### src/rtl/vote_frame_collector_pkg.sv
`default_nettype none
// ============================================================================
// Module   : vote_pkg
// Brief    : Shared types and constants for the vote frame collector.
// Revision : 1.0 - initial release
// ============================================================================
package vote_pkg;

  // Bits per presented vote frame
  localparam int FRAME_W = 3;

  // Width of the inter-vote idle timer
  localparam int TIMER_W = 8;

  // Default inter-vote timeout, in idle cycles
  localparam int TIMEOUT_DEFAULT = 15;

  // Collector states; encoding 2'd3 is unused and recovers to IDLE
  typedef enum logic [1:0] {
    IDLE    = 2'd0,
    COLLECT = 2'd1,
    PRESENT = 2'd2
  } state_t;

endpackage
`default_nettype wire

### src/rtl/vote_frame_collector_idle_timer.sv
`default_nettype none
// ============================================================================
// Module   : idle_timer
// Brief    : Counts idle cycles between accepted votes and flags expiry on the
//            cycle where the count reaches TIMEOUT-1 while still running.
// Revision : 1.0 - initial release
// ============================================================================
module idle_timer
  import vote_pkg::*;
#(
  parameter int TIMEOUT = TIMEOUT_DEFAULT
) (
  input  logic clk,
  input  logic rst,
  input  logic clr,
  input  logic run,
  output logic expired
);

  localparam logic [TIMER_W-1:0] LIMIT = TIMER_W'(TIMEOUT - 1);

  logic [TIMER_W-1:0] count;

  // Expiry is qualified by run so an accepted vote always beats the timeout
  assign expired = run && (count == LIMIT);

  // Idle counter: cleared on a vote, outside COLLECT, or once it has expired
  always_ff @(posedge clk) begin
    if (rst || clr || expired) begin
      count <= '0;
    end else if (run) begin
      count <= count + TIMER_W'(1);
    end
  end

endmodule
`default_nettype wire

### src/rtl/vote_frame_collector.sv
`default_nettype none
// ============================================================================
// Module   : vote_frame_collector
// Brief    : Gathers three serial vote bits into a frame, presents it with en
//            until ack, discards stale partial frames and counts delivered
//            frames.
// Revision : 1.0 - initial release
// ============================================================================
module vote_frame_collector
  import vote_pkg::*;
#(
  parameter int TIMEOUT = TIMEOUT_DEFAULT,
  parameter int CNT_W   = 8
) (
  input  logic               clk,
  input  logic               rst,
  input  logic               vote_in,
  input  logic               vote_valid,
  output logic               vote_ready,
  output logic [FRAME_W-1:0] abc,
  output logic               en,
  input  logic               ack,
  output logic               timeout_err,
  output logic [CNT_W-1:0]   frame_cnt
);

  state_t      state;
  // Only the two most recent votes need storing; the third arrives live
  logic [1:0]  sh;
  logic [1:0]  vote_cnt;
  logic        accept;
  logic        timer_run;
  logic        timer_expired;

  // Readiness depends on state alone so upstream never sees a valid->ready path
  assign vote_ready = (state != PRESENT);
  assign accept     = vote_valid && vote_ready;

  // Timer only advances while a partial frame is waiting for its next vote
  assign timer_run  = (state == COLLECT) && !accept;

  idle_timer #(
    .TIMEOUT (TIMEOUT)
  ) u_idle_timer (
    .clk     (clk),
    .rst     (rst),
    .clr     (!timer_run),
    .run     (timer_run),
    .expired (timer_expired)
  );

  // Frame collection FSM with registered frame, enable, error and counter
  always_ff @(posedge clk) begin
    if (rst) begin
      state       <= IDLE;
      sh          <= '0;
      vote_cnt    <= '0;
      abc         <= '0;
      en          <= 1'b0;
      timeout_err <= 1'b0;
      frame_cnt   <= '0;
    end else begin
      timeout_err <= 1'b0;
      case (state)
        IDLE: begin
          if (accept) begin
            sh       <= {sh[0], vote_in};
            vote_cnt <= 2'd1;
            state    <= COLLECT;
          end
        end
        COLLECT: begin
          if (accept) begin
            sh <= {sh[0], vote_in};
            if (vote_cnt == 2'd2) begin
              abc      <= {sh, vote_in};
              en       <= 1'b1;
              vote_cnt <= 2'd0;
              state    <= PRESENT;
            end else begin
              vote_cnt <= 2'd2;
            end
          end else if (timer_expired) begin
            // Stale partial frame: drop it, keep the last presented abc
            sh          <= '0;
            vote_cnt    <= 2'd0;
            timeout_err <= 1'b1;
            state       <= IDLE;
          end
        end
        PRESENT: begin
          if (ack) begin
            en        <= 1'b0;
            frame_cnt <= frame_cnt + CNT_W'(1);
            state     <= IDLE;
          end
        end
        default: begin
          sh       <= '0;
          vote_cnt <= 2'd0;
          en       <= 1'b0;
          state    <= IDLE;
        end
      endcase
    end
  end

endmodule
`default_nettype wire

### config.mk
export PLATFORM = sky130hd
export DESIGN_NAME = vote_frame_collector
export DESIGN_NICKNAME = d
export VERILOG_FILES = /design/src/rtl/vote_frame_collector_pkg.sv /design/src/rtl/vote_frame_collector_idle_timer.sv /design/src/rtl/vote_frame_collector.sv
export SDC_FILE = /design/constraint.sdc
export NUM_CORES = 1
export LEC_CHECK = 0
export CAP_MARGIN = 30
export CORE_AREA = 2 2 47 70
export DETAILED_ROUTE_END_ITERATION = 8
export DIE_AREA = 0 0 49 72
export PLACE_DENSITY = 0.67
export REMOVE_ABC_BUFFERS = 1
export SYNTH_ARGS = -nofsm -noshare
export SYNTH_HDL_FRONTEND = slang
export SYNTH_HIERARCHICAL = 1
export SYNTH_SLANG_ARGS = --single-unit
### constraint.sdc
create_clock -name clk -period 2.3 [get_ports clk]
set_clock_uncertainty 0.05 [all_clocks]
set_input_delay 0.46 -clock clk [delete_from_list [all_inputs] [get_ports clk]]
set_output_delay 0.46 -clock clk [all_outputs]
set_load 0.02 [all_outputs]
run_1/io_fan.png
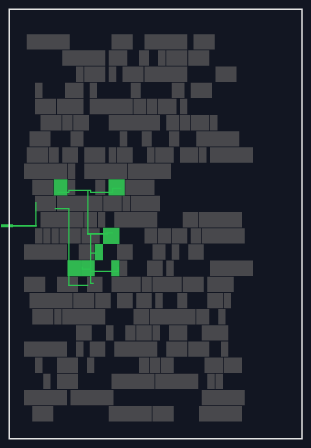
[green] `vote_valid` | bits: 1 | direction: input | edge: left | end cells: 7 | buffers: 2 | wire: 67.4 um
Ports: 19
PortBufs: 18

run_1/layer_met3.png
The bar under the picture is 10 um long.
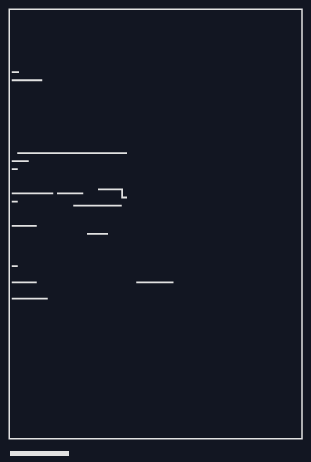
nets with wire on the layer: 15
wire length on this layer: 75.9 um

run_1/placement_by_type.png
Fill, decap, tap and diode cells in grey.
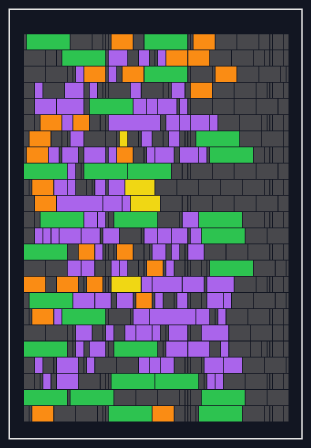
[yellow] clock drivers and dummy loads | cells: 4
[orange] remaining buffers and delay cells | cells: 25
[purple] combinational and other logic | cells: 103
[green] sequential cells | cells: 27
post-route cell area: 1560 sq um
Rows: 24
flop share of the area: 0.347

run_1/placement.png
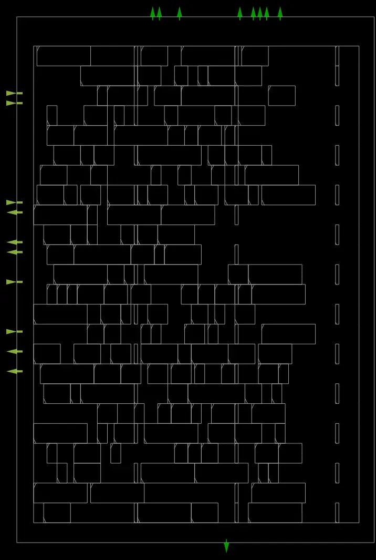
FF+latch count: 27
Non-Filler Instances: 198
num tapcells: 39
Fillers: 286
fin util: 0.534

==> results.yml, run 1 <==
# yosys + openroad results
status:
  status: "finished clean"
final_timing:
  timing.final.ws_setup_ps: 219
  setup_viol: 0
  rsz0062_at_grt: "no"
  max-slew-margin-rel: 0.726
  drv_slew: 0
run:
  openroad.warnings: 26
  drv_cap: 0
power:
  p_sw_frac: 0.221
  leakagePower_nw: 0.596
  power_combinational_mw: 0.0618
  combPwrFrac: 0.077
  vdd_ir_drop_max_uv: 392
worst_setup_path:
  cp.depth: 7
  r2r_slack_ps: 220
  r2r_end: "vote_cnt[0]"
  reg2reg_from: "u_idle_timer/count[1]"
  worst_path_max_delay_cell: "or4b_4"
  critPathMaxStageDelay_ps: 500
  cp_max_fo: 6
logic_synthesis:
  syn_area_sq_um: 1260
  mux_area_frac: 0.0317
  synth_top_cell_by_count: "dfxtp_1"
  ys_seq_share: 0.428
  synthCells: 135
  synth-main-ff-cell: "dfxtp_1"
  top_cells_by_count: "dfxtp_1 (27), nor2_1 (23), nand2_1 (7)"
  ys_async_sr_fraction: 0
  synth.distinct_cells: 39
  synth_top_area_share: 0.428
  ys_sh_xor: 0.0554
  topCellsByArea: "dfxtp_1 (43%), nor2_1 (6.8%), mux2i_1 (3.2%)"
  synth.avg_cell_area_sq_um: 9.36
  ys.flops: 27
place:
  dp.cells: 194
  placed_area_sq_um: 1510
final_layout:
  nets: 168
  lay_top_count: "dfxtp_1"
  reg_top3: "frame_cnt x8, u_idle_timer/count x8, abc x3"
  buffers: 25
min_path:
  hp-start: "abc[1]"
global_routing:
  met2_usage: 0.283
  grt_max_degree: 20
  grt_pass1_vias: 1015
  grtUsageMet1: 0.164
floorplanning:
  chipArea_sq_um: 3530
  die_h_um: 72
  die_w_um: 49
clock_tree:
  post-cts-setup-buffers: 0
  cts_tree: "yes"
  clock.latency.late_pin_ps: 260
  ctsHtreeMaxLevel: 1
  postCtsHoldBufs: 0
  root_buffer: "clkbuf_8"
detailed_routing:
  wl_met3_um: 75
  wl_um: 2440
  drt-initial-drc-count: 32
==> run 2, diff against run 1 <==
- CORE_AREA: 2 2 47 70 -> 2 2 49 74
- DIE_AREA: 0 0 49 72 -> 0 0 51 76
- PLACE_DENSITY: 0.67 -> 0.62
==> results.yml, run 2 <==
# yosys + openroad results
worst_setup_path:
  critPathMaxStageDelay_ps: 500
  required_ps: 2420
  worst_path_max_delay_cell: "or4b_4"
  reg2reg_from: "u_idle_timer/count[1]"
  r2r_slack_ps: 190
  path_class: "reg2reg"
  r2r_end: "vote_cnt[0]"
logic_synthesis:
  ys_sh_xor: 0.0554
  ys_seq_share: 0.428
  syn_area_sq_um: 1260
  ys_async_sr_fraction: 0
  synthCells: 135
  synth_top_cell_by_count: "dfxtp_1"
  synth.distinct_cells: 39
  synth_top_area_share: 0.428
  top_cells_by_count: "dfxtp_1 (27), nor2_1 (23), nand2_1 (7)"
  topCellsByArea: "dfxtp_1 (43%), nor2_1 (6.8%), mux2i_1 (3.2%)"
  mux_area_frac: 0.0317
  synth-main-ff-cell: "dfxtp_1"
  ys.flops: 27
power:
  combPwrFrac: 0.076
  leakagePower_nw: 0.600
  power_combinational_mw: 0.0619
  vdd_ir_drop_max_uv: 426
  p_sw_frac: 0.231
final_layout:
  seq_cells: 27
  reg_top3: "frame_cnt x8, u_idle_timer/count x8, abc x3"
  lay_top_count: "dfxtp_1"
  nets: 169
  drive_gt1_frac: 0.106
  nFillCells: 326
  fin_cells: 202
  final_util: 0.477
  clock_buffers: 4
  fin_area_sq_um: 1570
  sh_seq_area: 0.345
final_timing:
  timing.final.ws_setup_ps: 189
  max-slew-margin-rel: 0.753
  rsz0062_at_grt: "no"
  drv_slew: 0
  setup_viol: 0
  fmax_mhz: 474
run:
  openroad.warnings: 26
  drv_cap: 0
min_path:
  hp-start: "abc[2]"
  min_to: "abc[2]"
clock_tree:
  cts_tree: "yes"
  ctsHtreeMaxLevel: 1
  root_buffer: "clkbuf_8"
  post-cts-setup-buffers: 0
  postCtsHoldBufs: 0
  clock.latency.late_pin_ps: 280
detailed_routing:
  wl_met3_um: 71
  wl_um: 2550
  drt-initial-drc-count: 29
floorplanning:
  die_h_um: 76
  std_cell_rows: 26
  die_w_um: 51
  chipArea_sq_um: 3880
  ioPinCount: 19
  taps: 42
global_routing:
  grt_max_degree: 20
  grtUsageMet1: 0.170
  grt_pass1_vias: 1026
place:
  io_buffer_count: 18
  dp.cells: 198
status:
  status: "finished clean"
run_2/layer_met2.png
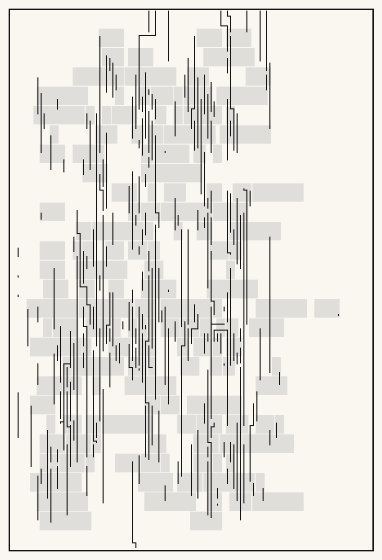
main direction: vertical
longest straight run: 32.6 um

run_2/layer_met3.png
The bar under the picture is 20 um long.
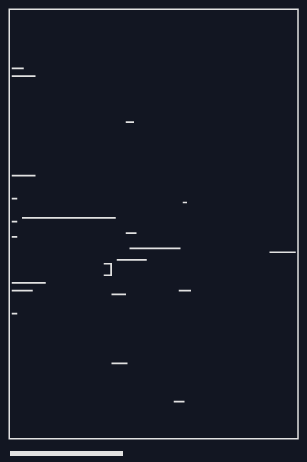
longest straight run: 16.3 um
share of all routed wire: 2.8%

run_2/placement_by_type.png
Fill, decap, tap and diode cells in grey.
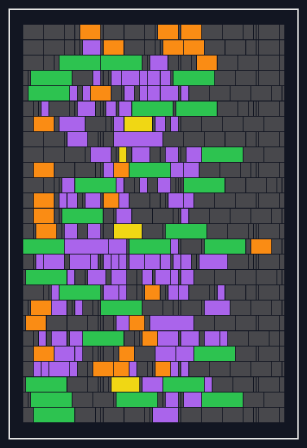
[green] sequential cells | cells: 27
[purple] combinational and other logic | cells: 103
[orange] remaining buffers and delay cells | cells: 26
[yellow] clock drivers and dummy loads | cells: 4

==> run 3, diff against run 2 <==
- SKIP_CTS_REPAIR_TIMING: default -> 1
==> results.yml, run 3 <==
# yosys + openroad results
status:
  status: "finished clean"
final_timing:
  fmax_mhz: 474
  setup_viol: 0
  max-slew-margin-rel: 0.753
  fin_crit_ps: 2110
  drv_slew: 0
  rsz0062_at_grt: "no"
final_layout:
  clock_buffers: 4
  clkCellAreaFrac: 0.0287
  fin_area_sq_um: 1570
  sh_seq_area: 0.345
  lay_top_count: "dfxtp_1"
  reg_top3: "frame_cnt x8, u_idle_timer/count x8, abc x3"
  nFillCells: 326
  nets: 169
  seq_cells: 27
  drive_gt1_frac: 0.106
  fin_cells: 202
logic_synthesis:
  syn_area_sq_um: 1260
  ys.flops: 27
  synth-main-ff-cell: "dfxtp_1"
  ys_sh_xor: 0.0554
  ys_seq_share: 0.428
  top_cells_by_count: "dfxtp_1 (27), nor2_1 (23), nand2_1 (7)"
  synth.distinct_cells: 39
  synth_top_area_share: 0.428
  fa_ha_area_frac: 0.0297
  synthCells: 135
  yosysChipArea_sq_um: 1260
  edf_count: 0
  topCellsByArea: "dfxtp_1 (43%), nor2_1 (6.8%), mux2i_1 (3.2%)"
  mux_area_frac: 0.0317
  yosys-stat-cells: 135
  synth_top_cell_by_count: "dfxtp_1"
  ys_async_sr_fraction: 0
worst_setup_path:
  critPathMaxStageDelay_ps: 500
  r2r_end: "vote_cnt[0]"
  path_class: "reg2reg"
  r2r_slack_ps: 190
  crit_chain: "ha_1 -> or4b_4 -> nor3_1 -> nor2_1 -> a22oi_1 -> a2bb2oi_1 -> nor2_1"
  cp_num_buf_inv: 0
  endpoint_kind: "flip-flop"
  worst_path_max_delay_cell: "or4b_4"
  reg2reg_from: "u_idle_timer/count[1]"
  required_ps: 2420
place:
  placed_area_sq_um: 1520
  io_buffer_count: 18
  pre_cts_ws_ps: -52.3
  dp.cells: 198
floorplanning:
  chipArea_sq_um: 3880
  die_h_um: 76
  die_w_um: 51
  taps: 42
  ioPinCount: 19
  std_cell_rows: 26
min_path:
  min_to: "abc[2]"
  hp-start: "abc[2]"
clock_tree:
  clock.latency.late_pin_ps: 280
  root_buffer: "clkbuf_8"
  ctsHtreeMaxLevel: 1
  clock_sinks: 27
  cts_tree: "yes"
global_routing:
  grt_pass1_vias: 1026
  met2_usage: 0.245
  grt_max_degree: 20
  grtUsageMet1: 0.170
run:
  drv_cap: 0
  openroad.warnings: 26
detailed_routing:
  wl_met3_um: 71
  drt-initial-drc-count: 29
power:
  p_sw_frac: 0.231
  leakagePower_nw: 0.600
  vdd_ir_drop_max_uv: 426
  power_combinational_mw: 0.0619
run_3/layer_met3.png
The bar under the picture is 20 um long.
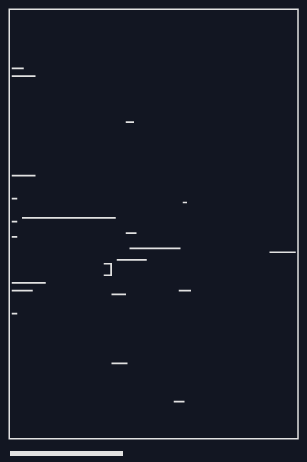
longest straight run: 16.3 um
nets with wire on the layer: 17
met3 Use GR: 0.0176
via count: 1063

run_3/io_fan.png
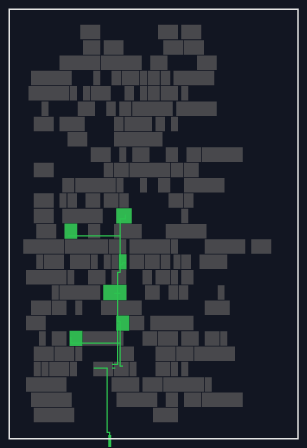
[green] `vote_valid` | bits: 1 | direction: input | edge: bottom | end cells: 7 | buffers: 2 | wire: 73.9 um

run_3/layer_met2.png
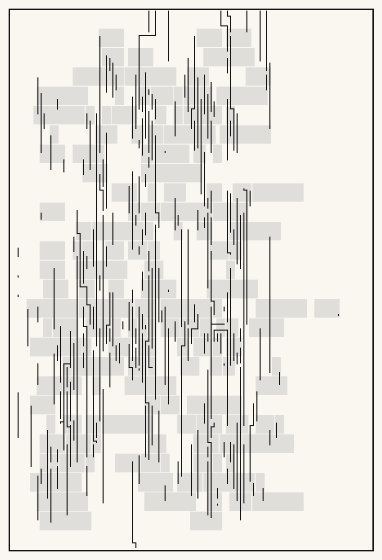
longest straight run: 32.6 um
share of all routed wire: 52%
nets with wire on the layer: 151

Power figures rest on the tool's default switching activity, not on a simulated workload.
